==> config.mk <==
export PLATFORM = sky130hd
export DESIGN_NAME = button_event_fsm_flat
export DESIGN_NICKNAME = d
export VERILOG_FILES = /design/src/rtl/button_event_if.sv /design/src/rtl/button_event_fsm.sv /design/src/flat_wrapper.sv
export SDC_FILE = /design/constraint.sdc
export NUM_CORES = 1
export LEC_CHECK = 0
export CAP_MARGIN = 40
export CELL_PAD_IN_SITES_DETAIL_PLACEMENT = 1
export CELL_PAD_IN_SITES_GLOBAL_PLACEMENT = 1
export CORE_MARGIN = 2
export CORE_UTILIZATION = 36
export CTS_CLUSTER_SIZE = 24
export DETAILED_ROUTE_END_ITERATION = 12
export PLACE_DENSITY_LB_ADDON = 0.2
export SYNTH_ARGS = -nofsm -noshare
export SYNTH_HDL_FRONTEND = slang
export SYNTH_SLANG_ARGS = --single-unit
==> constraint.sdc <==
create_clock -name clk -period 1.9 [get_ports clk]
set_clock_uncertainty 0.1 [all_clocks]
set_input_delay 0.38 -clock clk [delete_from_list [all_inputs] [get_ports clk]]
set_output_delay 0.38 -clock clk [all_outputs]
set_load 0.005 [all_outputs]
==> src/rtl/button_event_if.sv <==
// Signals between the debounced button source and the event classifier.
// The slave side is the classifier. The master side is whoever drives the level and tick.
interface button_event_if;
  logic       m_tick;
  logic       level;
  logic       press_tick;
  logic       release_tick;
  logic       single_click;
  logic       double_click;
  logic       long_press;
  logic       busy;
  logic [2:0] state_dbg;

  modport master (
    output m_tick, level,
    input  press_tick, release_tick, single_click, double_click, long_press,
           busy, state_dbg
  );

  modport slave (
    input  m_tick, level,
    output press_tick, release_tick, single_click, double_click, long_press,
           busy, state_dbg
  );
endinterface

==> src/rtl/button_event_fsm.sv <==
// Classifies a debounced button level into one-cycle pulses.
// The pulses are press, release, single click, double click and long press.
module button_event_fsm #(
  parameter int CNT_W        = 8,
  parameter int LONG_TICKS   = 50,
  parameter int DCLICK_TICKS = 20
) (
  input  logic          clk,
  input  logic          reset,
  button_event_if.slave bus
);

  typedef enum logic [2:0] {
    IDLE           = 3'd0,
    PRESSED        = 3'd1,
    LONG_HELD      = 3'd2,
    WAIT_SECOND    = 3'd3,
    SECOND_PRESSED = 3'd4
  } state_t;

  localparam logic [CNT_W-1:0] LONG_LAST   = CNT_W'(LONG_TICKS - 1);
  localparam logic [CNT_W-1:0] DCLICK_LAST = CNT_W'(DCLICK_TICKS - 1);

  state_t           state, state_nxt;
  logic [CNT_W-1:0] cnt, cnt_nxt;
  logic             lvl_q;
  logic             rise, fall;
  logic             press_r, release_r, single_r, double_r, long_r;
  logic             press_nxt, release_nxt, single_nxt, double_nxt, long_nxt;

  assign rise = bus.level & ~lvl_q;
  assign fall = ~bus.level & lvl_q;

  // Edges are tested before timer expiry, so an edge wins over an expiry in the same cycle.
  always_comb begin
    state_nxt   = state;
    cnt_nxt     = cnt;
    press_nxt   = 1'b0;
    release_nxt = 1'b0;
    single_nxt  = 1'b0;
    double_nxt  = 1'b0;
    long_nxt    = 1'b0;
    case (state)
      IDLE: begin
        if (rise) begin
          state_nxt = PRESSED;
          press_nxt = 1'b1;
        end
      end
      PRESSED: begin
        if (fall) begin
          state_nxt   = WAIT_SECOND;
          release_nxt = 1'b1;
        end else if (bus.m_tick && cnt == LONG_LAST) begin
          state_nxt = LONG_HELD;
          long_nxt  = 1'b1;
        end else if (bus.m_tick) begin
          cnt_nxt = cnt + 1'b1;
        end
      end
      LONG_HELD: begin
        if (fall) begin
          state_nxt   = IDLE;
          release_nxt = 1'b1;
        end
      end
      WAIT_SECOND: begin
        if (rise) begin
          state_nxt  = SECOND_PRESSED;
          press_nxt  = 1'b1;
          double_nxt = 1'b1;
        end else if (bus.m_tick && cnt == DCLICK_LAST) begin
          state_nxt  = IDLE;
          single_nxt = 1'b1;
        end else if (bus.m_tick) begin
          cnt_nxt = cnt + 1'b1;
        end
      end
      SECOND_PRESSED: begin
        if (fall) begin
          state_nxt   = IDLE;
          release_nxt = 1'b1;
        end
      end
      default: state_nxt = IDLE;
    endcase
    // Every state entry starts its window from zero.
    if (state_nxt != state) cnt_nxt = '0;
  end

  always_ff @(posedge clk or posedge reset) begin
    if (reset) begin
      state     <= IDLE;
      cnt       <= '0;
      lvl_q     <= 1'b0;
      press_r   <= 1'b0;
      release_r <= 1'b0;
      single_r  <= 1'b0;
      double_r  <= 1'b0;
      long_r    <= 1'b0;
    end else begin
      state     <= state_nxt;
      cnt       <= cnt_nxt;
      lvl_q     <= bus.level;
      press_r   <= press_nxt;
      release_r <= release_nxt;
      single_r  <= single_nxt;
      double_r  <= double_nxt;
      long_r    <= long_nxt;
    end
  end

  assign bus.press_tick   = press_r;
  assign bus.release_tick = release_r;
  assign bus.single_click = single_r;
  assign bus.double_click = double_r;
  assign bus.long_press   = long_r;
  assign bus.busy         = (state != IDLE);
  assign bus.state_dbg    = state;

endmodule
==> src/flat_wrapper.sv <==
// flat-port wrapper written by rule: the top's interface ports become plain ports
module button_event_fsm_flat 
#(
  parameter int CNT_W        = 8,
  parameter int LONG_TICKS   = 50,
  parameter int DCLICK_TICKS = 20
)
  (clk, reset, bus_m_tick, bus_level, bus_press_tick, bus_release_tick, bus_single_click, bus_double_click, bus_long_press, bus_busy, bus_state_dbg);
  button_event_if bus_i ();
  input  logic clk;
  input  logic reset;
  input wire logic [$bits(bus_i.m_tick)-1:0] bus_m_tick;
  input wire logic [$bits(bus_i.level)-1:0] bus_level;
  output wire logic [$bits(bus_i.press_tick)-1:0] bus_press_tick;
  output wire logic [$bits(bus_i.release_tick)-1:0] bus_release_tick;
  output wire logic [$bits(bus_i.single_click)-1:0] bus_single_click;
  output wire logic [$bits(bus_i.double_click)-1:0] bus_double_click;
  output wire logic [$bits(bus_i.long_press)-1:0] bus_long_press;
  output wire logic [$bits(bus_i.busy)-1:0] bus_busy;
  output wire logic [$bits(bus_i.state_dbg)-1:0] bus_state_dbg;
  assign bus_i.m_tick = bus_m_tick;
  assign bus_i.level = bus_level;
  assign bus_press_tick = bus_i.press_tick;
  assign bus_release_tick = bus_i.release_tick;
  assign bus_single_click = bus_i.single_click;
  assign bus_double_click = bus_i.double_click;
  assign bus_long_press = bus_i.long_press;
  assign bus_busy = bus_i.busy;
  assign bus_state_dbg = bus_i.state_dbg;
  button_event_fsm #(.CNT_W(CNT_W), .LONG_TICKS(LONG_TICKS), .DCLICK_TICKS(DCLICK_TICKS)) u_core (.clk(clk), .reset(reset), .bus(bus_i));
endmodule
==> flow_summary.ini <==
; physical design summary
[logic_synthesis]
gate_count_of_the_mapped_netlist = 107
mux_share = 0
yosys_warnings = 0
numSynthFlops = 17
post_synth.cell_area_avg_um2 = 9.214
ffs_w_async_s_r_synth = 1.000
synthDominantAreaCellType = sky130_fd_sc_hd__dfrtp_1
commonest_cells_post_synth = 17 x sky130_fd_sc_hd__dfrtp_1, 13 x sky130_fd_sc_hd__nor2_1, 7 x sky130_fd_sc_hd__a21oi_1, 7 x sky130_fd_sc_hd__inv_1
synth.top_cells.by_area = sky130_fd_sc_hd__dfrtp_1 43%, sky130_fd_sc_hd__xnor2_1 5.3%, sky130_fd_sc_hd__nor2_1 4.9%
ys.flop_type = sky130_fd_sc_hd__dfrtp_1
number_of_enable_type_register_cells_in_the_synthesized_netlist = 0
synth_top_cell_by_count = sky130_fd_sc_hd__dfrtp_1

[status]
failing_checks = negative setup slack
status = finished with violations

[clock_tree]
clk_latency_late_pin_ps = 290
tritoncts = done
cts-buffers-inserted = 3
cts.clk_slew.worst_paths_ps = 110
clkSinkCount = 17
clock-root-buffer = sky130_fd_sc_hd__clkbuf_4

[routing]
drt_first_iter_violations = 15
detailroute.wirelength.met3_um = 101
postRouteAntennaNets = 0
total_wire_length_after_detailed_routing_mm = 2.675
top_layer = met4
drc_errors = 0

[critical_path]
ff2ff_setup_slack_ps = -80
worst_setup_path_end_kind = flop
critical_path.top_delay_family = AND-OR/OR-AND gates
crit_path_start_kind = flop
worstRegToRegCells = 5
cell_chain_of_the_critical_path = or4b_4 > o311ai_4 > a21oi_2 > o221ai_4 > a21oi_1
startpoint = u_core.cnt[6]
worstPathMaxFanout = 8
cpPeakStageDelay_ps = 610
regToRegEndpoint = u_core.cnt[2]
worst-path-stages = 5

[timing]
post-route-period-util = 1.044
fin_crit_ps = 1984
worstMarginPinSlew_ps = 405.0
max_freq_mhz = 504.0
timing.final.setup_violations = 10
final-hold-violation-count = 0
post-route-worst-setup-slack_ps = -84.29

[layout]
logic_area_um2 = 566.8
inverters_excl_clock = 7
diodes = 0
area_share_nonclk_buffers = 0.2474
final-seq-area_um2 = 427.9
largest_register_ff_count = 8
registers.top_by_ff_count = u_core.cnt
filler_cell_count = 300
layout-drive-gt1-share = 0.3243
dominant-cell-class = multi-input combinational cells
post-route-cell-area_um2 = 1441
num-multi-input-gates = 78

[floorplanning]
die_width_um = 56.33
tap_cells = 30
core_area_um2 = 2545
area_of_the_chip_um2 = 3173

[power]
power.share.clock = 0.132
total_switching_power_w = 0.0006162
power_clock_w = 0.000204
internal_pwr_total_w = 0.0009364
power-top-group = combinational logic
worst_ir_drop_vdd_mv = 0.8176

[grt]
grt_first_pass_wirelength_mm = 4.609
grt_max_degree = 18
antenna_found_initial = 0
vias_in_the_first_global_route = 1011

[place]
dpl_cell_area_um2 = 1323
dp_hpwl_mm = 2.024
placement.io_buffers = 12

[min_path]
worst_hold_path_type = in -> async
Figure 1. Routing congestion.
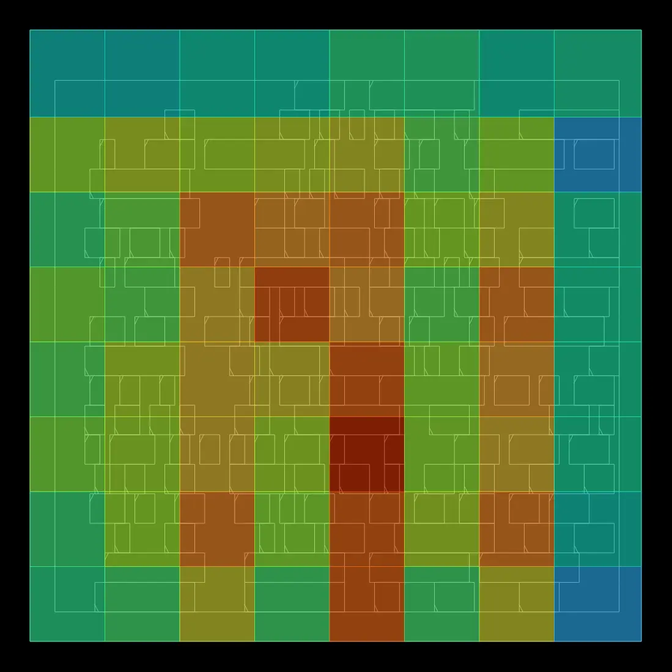
global-route met3 utilization: 0.03917
grt peak-use layer: met2
routed length per placed instance: 15.03 um
met1 usage in global routing: 0.2240
met2 track utilization from global routing: 0.3345

Figure 2. Wiring by layer.
(8 px per um) Only two layers are drawn.
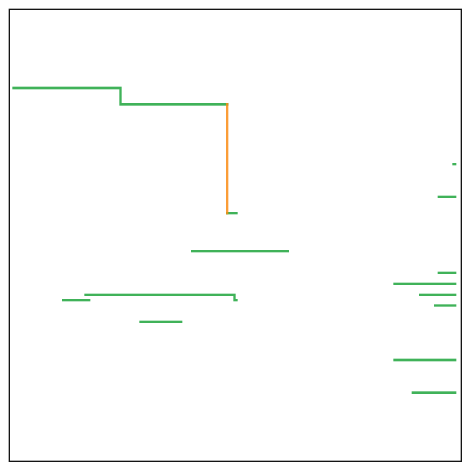
M3 -> green  # wire length 101 um
M4 -> orange  # wire length 13.6 um

Power figures rest on the tool's default switching activity, not on a simulated workload.
